--- config.mk ---
export PLATFORM = sky130hd
export DESIGN_NAME = forward_control
export DESIGN_NICKNAME = d
export VERILOG_FILES = /design/src/rtl/forward_control_pkg.sv /design/src/rtl/forward_control_fwd_match.sv /design/src/rtl/forward_control.sv
export SDC_FILE = /design/constraint.sdc
export NUM_CORES = 1
export LEC_CHECK = 0
export ABC_CLOCK_PERIOD_IN_PS = 4400
export CAP_MARGIN = 20
export CORE_ASPECT_RATIO = 1.1
export CORE_MARGIN = 2
export CORE_UTILIZATION = 31
export DETAILED_ROUTE_END_ITERATION = 8
export SYNTH_ARGS = -nofsm -noshare
export SYNTH_HDL_FRONTEND = slang
export SYNTH_SLANG_ARGS = --single-unit
--- constraint.sdc ---
create_clock -name clock_i -period 4.4 [get_ports clock_i]
set_input_delay 0.88 -clock clock_i [delete_from_list [all_inputs] [get_ports clock_i]]
set_output_delay 0.88 -clock clock_i [all_outputs]
set_load 0.02 [all_outputs]
--- src/rtl/forward_control_pkg.sv ---
// Purpose: shared pipeline definitions for the EX operand-forwarding control.
// Latency: n/a (types and constants only).
// Backpressure: n/a.
package forward_control_pkg;

  // Register-address width carried in the stage records. The top-level
  // NB_REG parameter is expected to match this value.
  localparam int PKG_NB_REG = 5;

  // Operand-mux select encodings.
  localparam logic [1:0] SEL_REG   = 2'b00;  // register-file read data
  localparam logic [1:0] SEL_EXMEM = 2'b01;  // EX/MEM ALU result
  localparam logic [1:0] SEL_MEMWB = 2'b10;  // MEM/WB write-back data
  localparam logic [1:0] SEL_IMM   = 2'b11;  // immediate (operand B only)

  // One pipeline-stage record as seen by the forwarding logic.
  typedef struct packed {
    logic                  valid;
    logic [PKG_NB_REG-1:0] rd;
    logic                  regwrite;
    logic                  memread;
  } stage_rec_t;

  // A bubble: nothing valid, nothing written, nothing loaded.
  localparam stage_rec_t REC_BUBBLE = '0;

endpackage

--- src/rtl/forward_control_fwd_match.sv ---
// Purpose: compares one ID source register against one in-flight stage record.
// Latency: combinational.
// Backpressure: none; pure function of its inputs.
module fwd_match
  import forward_control_pkg::*;
(
  input  logic [PKG_NB_REG-1:0] i_src,
  input  logic                  i_src_used,
  input  logic                  i_rec_valid,
  input  logic                  i_rec_regwrite,
  input  logic [PKG_NB_REG-1:0] i_rec_rd,
  output logic                  o_match
);

  // r0 is hard-wired zero, so a producer targeting it never forwards.
  assign o_match = i_rec_valid & i_rec_regwrite & i_src_used &
                   (i_rec_rd != '0) & (i_rec_rd == i_src);

endmodule

--- src/rtl/forward_control.sv ---
// Purpose: tracks EX/MEM/WB records, registers operand-forwarding selects, raises load-use stall.
// Latency: selects valid one clock after ID presentation; stall_o is combinational.
// Backpressure: enable_i=0 freezes all state; stall_o asks PC/IF-ID to hold and injects a bubble.
module forward_control
  import forward_control_pkg::*;
#(
  parameter int NB_REG = PKG_NB_REG,
  parameter int NB_SEL = 2
) (
  input  logic              clock_i,
  input  logic              reset_i,
  input  logic              enable_i,
  input  logic              flush_i,
  input  logic              id_valid_i,
  input  logic [NB_REG-1:0] id_rs_i,
  input  logic [NB_REG-1:0] id_rt_i,
  input  logic              id_rs_used_i,
  input  logic              id_rt_used_i,
  input  logic [NB_REG-1:0] id_rd_i,
  input  logic              id_regwrite_i,
  input  logic              id_memread_i,
  input  logic              id_alusrc_imm_i,
  output logic [NB_SEL-1:0] fwd_a_sel_o,
  output logic [NB_SEL-1:0] fwd_b_sel_o,
  output logic              stall_o
);

  stage_rec_t r_ex;
  stage_rec_t r_mem;
  stage_rec_t r_wb;

  logic [NB_SEL-1:0] r_fwd_a_sel;
  logic [NB_SEL-1:0] r_fwd_b_sel;

  logic              w_rs_ex_match;
  logic              w_rs_mem_match;
  logic              w_rt_ex_match;
  logic              w_rt_mem_match;
  logic              w_stall;
  logic              w_bubble;
  stage_rec_t        w_id_rec;
  stage_rec_t        w_ex_nxt;
  logic [NB_SEL-1:0] w_fwd_a_nxt;
  logic [NB_SEL-1:0] w_fwd_b_nxt;

  // The WB record completes the in-flight picture but no current consumer
  // reads it; this reduction keeps it visibly intentional.
  logic w_wb_unused;
  assign w_wb_unused = ^r_wb;

  fwd_match u_rs_ex (
    .i_src          (id_rs_i),
    .i_src_used     (id_rs_used_i),
    .i_rec_valid    (r_ex.valid),
    .i_rec_regwrite (r_ex.regwrite),
    .i_rec_rd       (r_ex.rd),
    .o_match        (w_rs_ex_match)
  );

  fwd_match u_rs_mem (
    .i_src          (id_rs_i),
    .i_src_used     (id_rs_used_i),
    .i_rec_valid    (r_mem.valid),
    .i_rec_regwrite (r_mem.regwrite),
    .i_rec_rd       (r_mem.rd),
    .o_match        (w_rs_mem_match)
  );

  fwd_match u_rt_ex (
    .i_src          (id_rt_i),
    .i_src_used     (id_rt_used_i),
    .i_rec_valid    (r_ex.valid),
    .i_rec_regwrite (r_ex.regwrite),
    .i_rec_rd       (r_ex.rd),
    .o_match        (w_rt_ex_match)
  );

  fwd_match u_rt_mem (
    .i_src          (id_rt_i),
    .i_src_used     (id_rt_used_i),
    .i_rec_valid    (r_mem.valid),
    .i_rec_regwrite (r_mem.regwrite),
    .i_rec_rd       (r_mem.rd),
    .o_match        (w_rt_mem_match)
  );

  // Load-use hazard: a load now in EX produces data too late for the ID instruction.
  always_comb begin
    w_stall = 1'b0;
    if (r_ex.valid && r_ex.memread && (r_ex.rd != '0)) begin
      w_stall = (id_rs_used_i && (r_ex.rd == id_rs_i)) ||
                (id_rt_used_i && (r_ex.rd == id_rt_i));
    end
  end

  // Next EX record and next selects; EX-stage producer beats MEM-stage producer.
  always_comb begin
    w_bubble          = w_stall | flush_i | ~id_valid_i;
    w_id_rec          = REC_BUBBLE;
    w_id_rec.valid    = 1'b1;
    w_id_rec.rd       = id_rd_i;
    w_id_rec.regwrite = id_regwrite_i;
    w_id_rec.memread  = id_memread_i;
    w_ex_nxt          = w_bubble ? REC_BUBBLE : w_id_rec;

    w_fwd_a_nxt = NB_SEL'(SEL_REG);
    w_fwd_b_nxt = NB_SEL'(SEL_REG);
    if (!w_bubble) begin
      if (w_rs_ex_match) begin
        w_fwd_a_nxt = NB_SEL'(SEL_EXMEM);
      end else if (w_rs_mem_match) begin
        w_fwd_a_nxt = NB_SEL'(SEL_MEMWB);
      end

      if (id_alusrc_imm_i) begin
        w_fwd_b_nxt = NB_SEL'(SEL_IMM);
      end else if (w_rt_ex_match) begin
        w_fwd_b_nxt = NB_SEL'(SEL_EXMEM);
      end else if (w_rt_mem_match) begin
        w_fwd_b_nxt = NB_SEL'(SEL_MEMWB);
      end
    end
  end

  // Advance the stage records and the selects together when the pipeline moves.
  always_ff @(posedge clock_i or posedge reset_i) begin
    if (reset_i) begin
      r_ex        <= REC_BUBBLE;
      r_mem       <= REC_BUBBLE;
      r_wb        <= REC_BUBBLE;
      r_fwd_a_sel <= NB_SEL'(SEL_REG);
      r_fwd_b_sel <= NB_SEL'(SEL_REG);
    end else if (enable_i) begin
      r_wb        <= r_mem;
      r_mem       <= r_ex;
      r_ex        <= w_ex_nxt;
      r_fwd_a_sel <= w_fwd_a_nxt;
      r_fwd_b_sel <= w_fwd_b_nxt;
    end
  end

  assign fwd_a_sel_o = r_fwd_a_sel;
  assign fwd_b_sel_o = r_fwd_b_sel;
  assign stall_o     = w_stall;

endmodule

Fig. 1: run 1, where the registers sit
(6 px per micron)
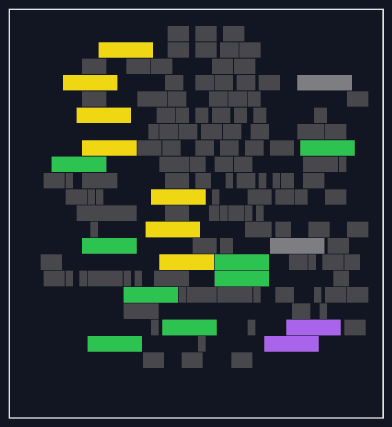
legend:
  r_mem:
    colour: yellow
    sequential_cells: 7
  r_ex:
    colour: green
    sequential_cells: 8
  fwd_b_sel_o:
    colour: purple
    sequential_cells: 2
not coloured: 2
Seq group: 0.199 mW
Final Util: 42.85%

Fig. 2: run 1, metal 3
(4 px per micron)
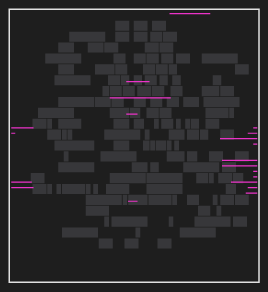
main direction: horizontal
share of all routed wire: 3.5%
wire length on this layer: 93.0 microns
longest straight run: 14.9 microns
nets with wire on the layer: 18
final WL: 2688 microns
met3 usage: 2.836%
via count: 900

Fig. 3: run 1, drive-strength map
(6 px per micron)
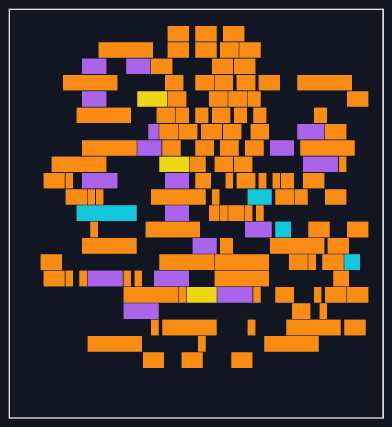
legend:
  _0 and _1 cells:
    colour: orange
    cells: 111
    share: 82%
    most_used: clkdlybuf4s50_1
  _2 cells:
    colour: purple
    cells: 17
    share: 13%
    most_used: mux2_2
  _6 and larger:
    colour: yellow
    cells: 3
    share: 2.2%
    most_used: clkbuf_8
  _3 and _4 cells:
    colour: cyan
    cells: 4
    share: 3.0%
    most_used: buf_4
Non-clk bufs: 31
fin worst setup slack: 0.7230 ns
Area growth syn-to-layout: 34.06%
post-layout instance area: 1541 sq um

Fig. 4: run 1, cell placement
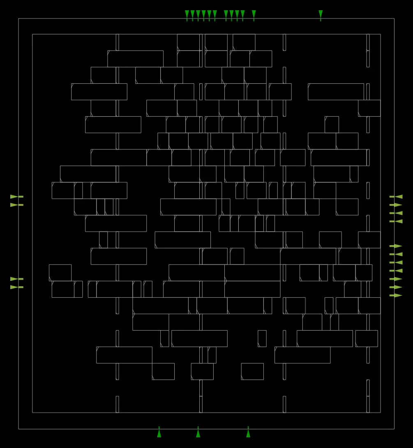
site row count: 23
Well-Tap Cells: 50
Final Non-Filler Cells: 185
flop count: 19
flop share of the area: 30.84%

[run 1: power by group through the flow]
stage / registers (mW) / clock network [mW] / logic, mW
after floorplan: 0.200 / 0 / 0.0481
final: 0.199 / 0.125 / 0.0832
after detailed placement: 0.203 / 0 / 0.0840
after global routing: 0.201 / 0.140 / 0.0916
after CTS: 0.200 / 0.131 / 0.0842
after global placement: 0.203 / 0 / 0.0824
[run 1: cell usage after synthesis, drive strengths merged, types with 2 or more instances]
master,number,area (sq um)
dfrtp,19,475.5
inv,19,71.32
xnor2,12,105.1
o32ai,10,151.4
xor2,8,70.07
mux2,7,78.83
clkbuf,3,11.26
nand4,3,18.77
nor2,3,11.26
nand2,2,7.510
nor4,2,12.51
or4,2,18.77
[run 1: cells in the final DEF (no fill, tap or decap)]
master	netlist	routed
or4_1	1	1
nand2_1	2	2
clkdlybuf4s50_1	0	29
o32ai_1	3	3
a41o_2	1	1
and3_1	1	1
or4_4	1	1
clkinv_2	0	1
o32ai_4	1	1
nand4_1	3	3
clkbuf_8	0	3
o2111a_2	1	1
nor3_1	1	1
o211ai_1	1	1
nor4_1	2	2
nand4b_1	1	1
nand3b_1	1	1
o22ai_1	1	1
xor2_1	8	8
mux2_2	7	7
buf_4	0	2
xnor2_1	12	12
dfrtp_1	19	19
o31ai_2	1	1
a41oi_1	1	1
inv_1	19	19
o32ai_2	6	6
nor2b_1	1	1
a21o_1	1	1
nand2b_1	1	1
nor2_1	3	3
[run 1: per-layer routing]
| metal | vias to the layer above | part of all wire [%] |
|---|---|---|
| li1 | 424 | - |
| met1 | 451 | 42 |
| met2 | 21 | 52 |
| met3 | 4 | 3.5 |
| met4 | 0 | 1.6 |
| met5 | - | 0 |
==> results.cfg, run 1 <==
; synthesis and place-and-route metrics
[timing]
post-route-period-util_pct = 83.57
rsz0062_at_grt = no
slew_headroom_pct = 49.43
max_freq_mhz = 272.0
fin_skew_ns = 0.0005920
drv_slew = 0
holdWs_ns = 0.5011

[min_path]
worst_hold_path_type = reg -> reg
hold_end = fwd_a_sel_o[1]$_DFFE_PP0P_
whs_path_depth = 2

[detailed_routing]
post-route-drc-count = 0
postRouteAntennaNets = 0
wire_per_inst_microns = 14.53
drtIter0Drc = 24
drt_pass1_iterations = 4

[final_layout]
largest_cell_class = combinational gates
logic_gates = 62
logic_area_sq_um = 580.6
antenna_cells = 0
clkbuf_count = 3
nets = 161
bufAreaShareNonClock_pct = 19.81
comb_share_pct = 37.66
fill_cells = 360
inverters = 19
clock_cell_area_share_pct = 3.003
drive_gt1_share_pct = 17.78

[cts]
cts-root-buf = clkbuf_8
tritoncts = done
clock-sinks = 19
numCtsBuffers = 3
htreeDepth = 1
clock_latency_ns = 0.26
ctsLongestPathBuffers = 2
clk_pin_slew_ns = 0.07
post_cts_buffers = 0
cts_resized = 0

[setup_path]
path_max_fanout = 3
reg2reg_depth = 6
cp_num_cells = 6
cpPeakStageDelay_ns = 0.60
cp.required_ns = 3.52
rrSetupSlack_ns = 2.54
reg2reg_from = r_ex[2]$_DFFE_PP0P_
path_cells = clkdlybuf4s50_1, xor2_1, nor4_1, and3_1, o2111a_2, clkdlybuf4s50_1
worst_path_max_delay_cell = clkdlybuf4s50_1
critPathArrivalTime_ns = 2.80
crit_path_frequent_cell = clkdlybuf4s50_1
startpoint_type = primary input
reg2reg_to = fwd_b_sel_o[1]$_DFFE_PP0P_
cp_top_family = buffers and inverters
crit_path_end_kind = output port

[place]
hpwl_microns = 2038
routabilityCongestion = 0.8941
dp_slack_ns = 0.7201
port_buffers = 29

[outcome]
status = finished, final reports clean

[pwr]
seqPwrFrac_pct = 48.9
power.switching_mw = 0.1110
p_sw_share_pct = 27.21
pwr-share-clk_pct = 30.7
power.total_mw = 0.4080
p_leak_nw = 0.6358
intPower_mw = 0.2970
p_per_area_nw_per_um2 = 264.7

[logic_synthesis]
ff_type = dfrtp_1
xor_share_pct = 15.23
ys_types = 29
synthMuxAreaShare_pct = 6.855
ys_warn_count = 0
ys_cells = 104
logic_family = AND-OR/OR-AND gates
ys_area_sq_um = 1150
simple_gate_area_share_pct = 9.467
synth-edff-count = 0
syn_area_per_cell_sq_um = 11.06
ys_seq_share_pct = 41.35
synth_cells = 104
ys_sh_aoi_pct = 18.93
fp_nets = 129
async_flop_share_pct = 100.0

[global_route]
gr-usage-met2_pct = 24.22
grt_usage_pct = 13.98
grt_busiest_layer = met2
grt_use_met1_pct = 16.51

[die]
die_y_microns = 67.88
dieArea_sq_um = 4213
die_w_microns = 62.07
top_level_ports = 30
core_sq_um = 3597
Fig. 5: run 1, cell classes on the final placement
(6 px per micron)
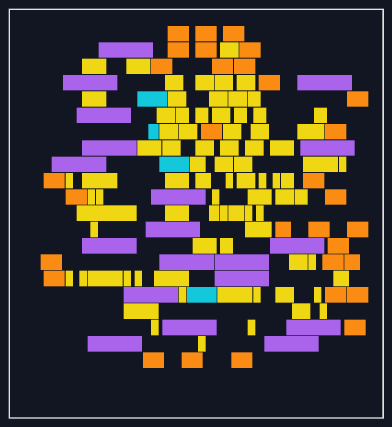

==> run 2, diff against run 1 <==
--- a/config.mk
+++ b/config.mk
@@ -5,7 +5,7 @@
 export SDC_FILE = /design/constraint.sdc
 export NUM_CORES = 1
 export LEC_CHECK = 0
-export ABC_CLOCK_PERIOD_IN_PS = 4400
+export ABC_CLOCK_PERIOD_IN_PS = 3500
 export CAP_MARGIN = 20
 export CORE_ASPECT_RATIO = 1.1
 export CORE_MARGIN = 2
==> constraint.sdc (replaced) <==
create_clock -name clock_i -period 3.5 [get_ports clock_i]
set_input_delay 0.7 -clock clock_i [delete_from_list [all_inputs] [get_ports clock_i]]
set_output_delay 0.7 -clock clock_i [all_outputs]
set_load 0.02 [all_outputs]
Fig. 6: run 2, cell classes on the final placement
(6 px per micron)
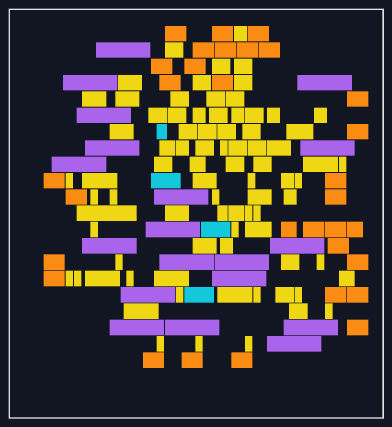
legend:
  clock drivers and dummy loads:
    colour: cyan
    cells: 4
    share_of_their_area: 3.1%
  remaining buffers and delay cells:
    colour: orange
    cells: 31
    share_of_their_area: 21%
  sequential cells:
    colour: purple
    cells: 19
    share_of_their_area: 32%
  combinational and other logic:
    colour: yellow
    cells: 81
    share_of_their_area: 44%
Core ar.: 3597 sq um

Fig. 7: run 2, drive-strength map
(6 px per micron)
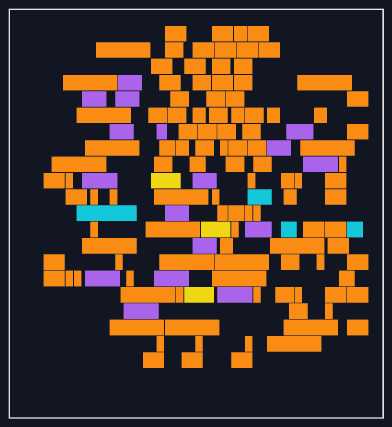
legend:
  _2 cells:
    colour: purple
    cells: 17
    share: 13%
    most_used: mux2_2
  _3 and _4 cells:
    colour: cyan
    cells: 4
    share: 3.0%
    most_used: buf_4
  _6 and larger:
    colour: yellow
    cells: 3
    share: 2.2%
    most_used: clkbuf_8
  _0 and _1 cells:
    colour: orange
    cells: 111
    share: 82%
    most_used: clkdlybuf4s50_1
fin worst setup slack: 0.1596 ns

==> results.cfg, run 2 <==
; synthesis and place-and-route metrics
[outcome]
status = finished, final reports clean

[min_path]
worst_hold_path_type = reg -> reg
holdCritStartpoint = fwd_a_sel_o[1]$_DFFE_PP0P_
hold_end = fwd_a_sel_o[1]$_DFFE_PP0P_
whs_path_depth = 2

[detailed_routing]
post-route-drc-count = 0
wire_per_inst_microns = 14.45
drt_pass1_iterations = 4
routed_wl_microns = 2673
drtIter0Drc = 15
vias = 897
postRouteAntennaNets = 0

[setup_path]
worst_path_max_delay_cell = clkdlybuf4s50_1
rrSetupSlack_ns = 1.61
cp.required_ns = 2.80
path_cells = clkdlybuf4s50_1, xor2_1, nor4_1, and3_1, o2111a_2, clkdlybuf4s50_1
crit_path_end_kind = output port
cpPeakStageDelay_ns = 0.60
startpoint_type = primary input
reg2reg_to = fwd_b_sel_o[1]$_DFFE_PP0P_
reg2reg_depth = 6
crit_path_frequent_cell = clkdlybuf4s50_1
reg2reg_from = r_ex[2]$_DFFE_PP0P_
cp_num_cells = 6
critPathArrivalTime_ns = 2.64
crit_start = id_rs_i[0]
cp_top_family = buffers and inverters
criticalPathCategory = in -> out
cp.buffers_inverters = 2
path_max_fanout = 3
crit_end = stall_o

[cts]
post_cts_buffers = 0
cts_resized = 0
ctsLongestPathBuffers = 2
clock_latency_ns = 0.26
clock-sinks = 19
clk_pin_slew_ns = 0.07
numCtsBuffers = 3
tritoncts = done
cts-root-buf = clkbuf_8
htreeDepth = 1

[final_layout]
synthToLayoutAreaGrowth_pct = 34.06
antenna_cells = 0
nets = 161
top_regs = r_ex x8, r_mem x7
largest_register_ffs = 8
final_common_cell = clkdlybuf4s50_1
layout_top_cells = clkdlybuf4s50_1 (29), inv_1 (19), dfrtp_1 (19), xnor2_1 (12), xor2_1 (8)
top_register = r_ex
drive_gt1_share_pct = 17.78

[logic_synthesis]
ff_type = dfrtp_1
async_flop_share_pct = 100.0
topCellsByArea = dfrtp_1 (41%), xnor2_1 (9.1%), o32ai_2 (8.5%)
ys_warn_count = 0
syn_area_per_cell_sq_um = 11.06
synth_top_area_share_pct = 41.35
ys_seq_share_pct = 41.35
ys_cells = 104
ys_area_sq_um = 1150
common_cells = dfrtp_1 (19), inv_1 (19), xnor2_1 (12)
yosys.area.top_type = dfrtp_1
synth_cells = 104
ys.flops = 19
ys_types = 29
synth-edff-count = 0
fp_nets = 129

[run]
max-cap-violations = 0
warning_count = 26

[global_route]
grt_use_met1_pct = 16.88
met3_usage_pct = 2.836
grt_pass1_vias = 937
gr-usage-met2_pct = 23.70
grt_busiest_layer = met2
grt_usage_pct = 14.06
grt_max_degree = 21

[timing]
setup_violations = 0
max_freq_mhz = 299.4
tightest_slew_ns = 0.7546
rsz0062_at_grt = no
fin_skew_ns = 0.001034
slew_headroom_pct = 49.54
post-route-period-util_pct = 95.44
setup-tns-final_ns = 0
drv_slew = 0
hold_viol = 0

[place]
dp_slack_ns = 0.1631
routabilityCongestion = 0.8766
port_buffers = 29
hpwl_microns = 2058

[die]
die_y_microns = 67.88
die_w_microns = 62.07
fp-utilization_pct = 31.97
top_level_ports = 30
num_rows = 23
dieArea_sq_um = 4213

[pwr]
p_leak_nw = 0.6358
irDropWorstVdd_uv = 119.4
p_per_area_nw_per_um2 = 332.4
-- run 2: cell counts after synthesis --
No cell type changed its count.
-- run 2: power breakdown --
part	switching, mW	internal, mW
sequential	0.0180	0.233
combinational	0.0436	0.0609
clock	0.0773	0.0793
total	0.139	0.373
-- run 2: stage by stage --
step | cells | hold slack (ns) | power (mW) | util, % | instance area, sq um
floorplan | 104 | 0.4810 | 0.3114 | - | 1150
global placement | 181 | 0.4877 | 0.3585 | 41.57 | 1495
detailed placement | 181 | 0.4918 | 0.3613 | 41.57 | 1495
CTS | 185 | 0.5112 | 0.5187 | 42.85 | 1541
global route | 185 | 0.5370 | 0.5384 | 42.85 | 1541
finish | 185 | 0.5021 | 0.5123 | 42.85 | 1541
-- run 2: layer usage --
metal	vias up	wire length, microns	share of wire, %
met4	0	65	2.4
met1	445	1116	42
met2	22	1400	52
li1	424	-	-
met5	-	0	0
met3	6	91	3.4
-- run 2: cell families (layout without fill, tap and decap cells) --
kind of cell    Yosys count  after routing  share of synthesized area (%)
mux                       7              7                          6.856
xor+xnor                 20             20                          15.23
flops                    19             19                          41.35
simple gates             18             18                          9.468
buf+inv                  23             54                          8.161
compound gates           17             17                          18.93
-- run 2: layout make-up --
type | instances | area [sq um]
Fill cell | 357 | 2056
Multi-Input combinational cell | 62 | 580.6
Sequential cell | 19 | 475.5
Timing Repair Buffer | 31 | 305.3
Inverter | 19 | 71.32
Tap cell | 50 | 62.56
Clock buffer | 3 | 41.29
Clock inverter | 1 | 5.005
-- run 2: tightest hold or removal path, delay by kind of cell (launching register included) --
kind / cells / cell delay (ns)
simple gates: 1 / 0.07
compound gates: 1 / 0.05
flops: 1 / 0.35
Fig. 8: run 2, where the registers sit
(6 px per micron)
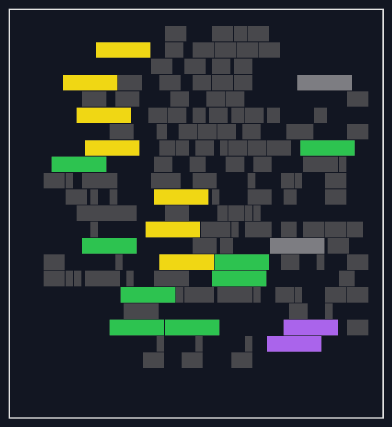

==> run 3, diff against run 2 <==
--- a/config.mk
+++ b/config.mk
@@ -8,8 +8,7 @@
 export ABC_CLOCK_PERIOD_IN_PS = 3500
 export CAP_MARGIN = 20
 export CORE_ASPECT_RATIO = 1.1
-export CORE_MARGIN = 2
-export CORE_UTILIZATION = 31
+export CORE_UTILIZATION = 30
 export DETAILED_ROUTE_END_ITERATION = 8
 export SYNTH_ARGS = -nofsm -noshare
 export SYNTH_HDL_FRONTEND = slang
Fig. 9: run 3, where the registers sit
(6 px per micron)
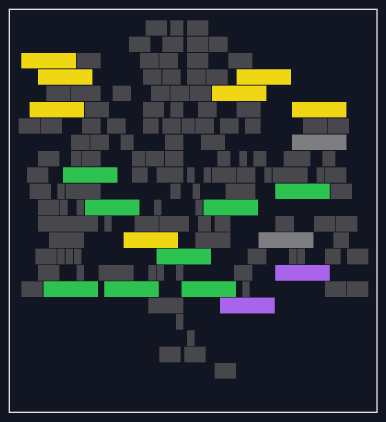
legend:
  r_mem:
    colour: yellow
    sequential_cells: 7
  r_ex:
    colour: green
    sequential_cells: 8
  fwd_b_sel_o:
    colour: purple
    sequential_cells: 2
register area: 475.5 sq um
Seq group: 0.250 mW
Final Util: 42.18%

Fig. 10: run 3, cell placement
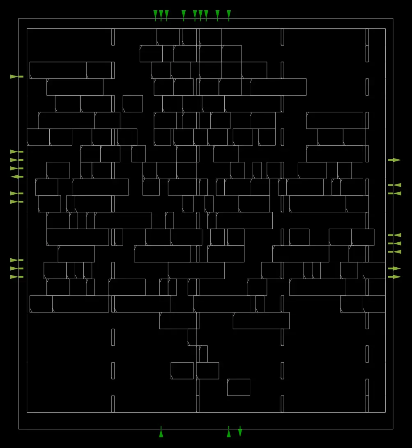
fillcell total: 375
Core ar.: 3655 sq um

==> results.cfg, run 3 <==
; synthesis and place-and-route metrics
[outcome]
status = finished, final reports clean

[logic_synthesis]
synth_cells = 104
ys.flops = 19
yosys.area.top_type = dfrtp_1
simple_gate_area_share_pct = 9.467
synthMuxAreaShare_pct = 6.855
synthAdderAreaFrac_pct = 0
synth-edff-count = 0
ff_type = dfrtp_1
logic_family = AND-OR/OR-AND gates
common_cells = dfrtp_1 (19), inv_1 (19), xnor2_1 (12)
ys_cells = 104
async_flop_share_pct = 100.0
ys_sh_aoi_pct = 18.93
synth_top_area_share_pct = 41.35
fp_nets = 129
syn_area_per_cell_sq_um = 11.06

[final_layout]
drive_gt1_share_pct = 17.78
top_register = r_ex
nets = 161
largest_register_ffs = 8
synthToLayoutAreaGrowth_pct = 34.06
logic_area_sq_um = 580.6
antenna_cells = 0
final_common_cell = clkdlybuf4s50_1
top_regs = r_ex x8, r_mem x7
layout_top_cells = clkdlybuf4s50_1 (29), inv_1 (19), dfrtp_1 (19), xnor2_1 (12), xor2_1 (8)

[timing]
hold_viol = 0
rsz0062_at_grt = no
holdWs_ns = 0.5005
drv_slew = 0
setup_violations = 0
fin_skew_ns = 0.001955
max_freq_mhz = 301.6
post-route-period-util_pct = 94.73
setup-tns-final_ns = 0
tightest_slew_ns = 0.7271

[die]
die_y_microns = 66.93
top_level_ports = 30
die_w_microns = 61.03
dieArea_sq_um = 4085

[setup_path]
reg2reg_from = r_ex[2]$_DFFE_PP0P_
cp.required_ns = 2.80
crit_path_end_kind = output port
criticalPathCategory = in -> out

[cts]
cts_resized = 0
ctsLongestPathBuffers = 2
post_cts_buffers = 0
clock-sinks = 19

[place]
routabilityCongestion = 0.8191
port_buffers = 29
hpwl_microns = 1969

[global_route]
grt_max_degree = 21
gr-usage-met2_pct = 23.23
grt_usage_pct = 14.59
grt_pass1_vias = 885
grt_use_met1_pct = 18.18
grt_busiest_layer = met2

[min_path]
holdCritStartpoint = fwd_a_sel_o[1]$_DFFE_PP0P_

[pwr]
power.total_mw = 0.5131
power.switching_mw = 0.1395
p_comb_share_pct = 20.6
seqPwrFrac_pct = 48.8
intPower_mw = 0.3736
pwr-share-clk_pct = 30.6

[detailed_routing]
postRouteAntennaNets = 0
vias = 890
highest_layer = met4
drt_pass1_iterations = 4
wl_met2_microns = 1268
wire_per_inst_microns = 14.12
wl_met1_microns = 1183
route.met3.wl_microns = 116

[run]
warning_count = 26
## run 3: final cells by class
class,count,share of cell area [%]
inverters,19,4.627
well taps,50,4.058
flip-flops and latches,19,30.84
multi-input cells,62,37.66
clock buffers,3,2.679
clock inverters,1,0.3247
repair buffers,31,19.81
## run 3: metrics by stage
stage          cells  util [%]  area, sq um  worst slack, ns
6_report         185     42.18         1541           0.1845
5_1_grt          185     42.18         1541          0.05387
4_1_cts          185     42.18         1541           0.1790
3_5_place_dp     181     40.91         1495           0.1856
3_3_place_gp     181     40.91         1495           0.1776
2_1_floorplan    104         -         1150            1.135
## run 3: power by group through the flow
stage	registers (mW)	logic, mW	clock network, mW
detailed placement	0.255	0.106	0
floorplan	0.251	0.0605	0
finish	0.250	0.106	0.157
CTS	0.251	0.107	0.163
global placement	0.255	0.104	0
global route	0.253	0.116	0.172
## run 3: final timing paths
| check | depth (start not counted) | to | slack, ns |
|---|---|---|---|
| setup / recovery | 6 | stall_o | 0.18 |
| hold / removal | 2 | fwd_a_sel_o[1]$_DFFE_PP0P_ | 0.50 |
| setup reg to reg | 6 | fwd_b_sel_o[0]$_DFFE_PP0P_ | 1.65 |
| hold reg to reg | 2 | fwd_a_sel_o[1]$_DFFE_PP0P_ | 0.50 |
| max in group asynchronous | 2 | r_mem[7]$_DFFE_PP0P_ | 2.19 |
| min in group asynchronous | 2 | r_ex[2]$_DFFE_PP0P_ | 0.86 |
## run 3: critical path, stage by stage
cell and delay, ns:
clkdlybuf4s50_1 0.44, xor2_1 0.16, nor4_1 0.25, and3_1 0.24, o2111a_2 0.22, clkdlybuf4s50_1 0.60
## run 3: logic make-up after synthesis
kind of cell / after synthesis
AND-OR/OR-AND: 17
XOR/XNOR: 20
buffers and inverters: 23
flip-flops: 19
multiplexers: 7
AND/OR/NAND/NOR: 18
No activity file was given, so power comes from the tool's default toggle rates.
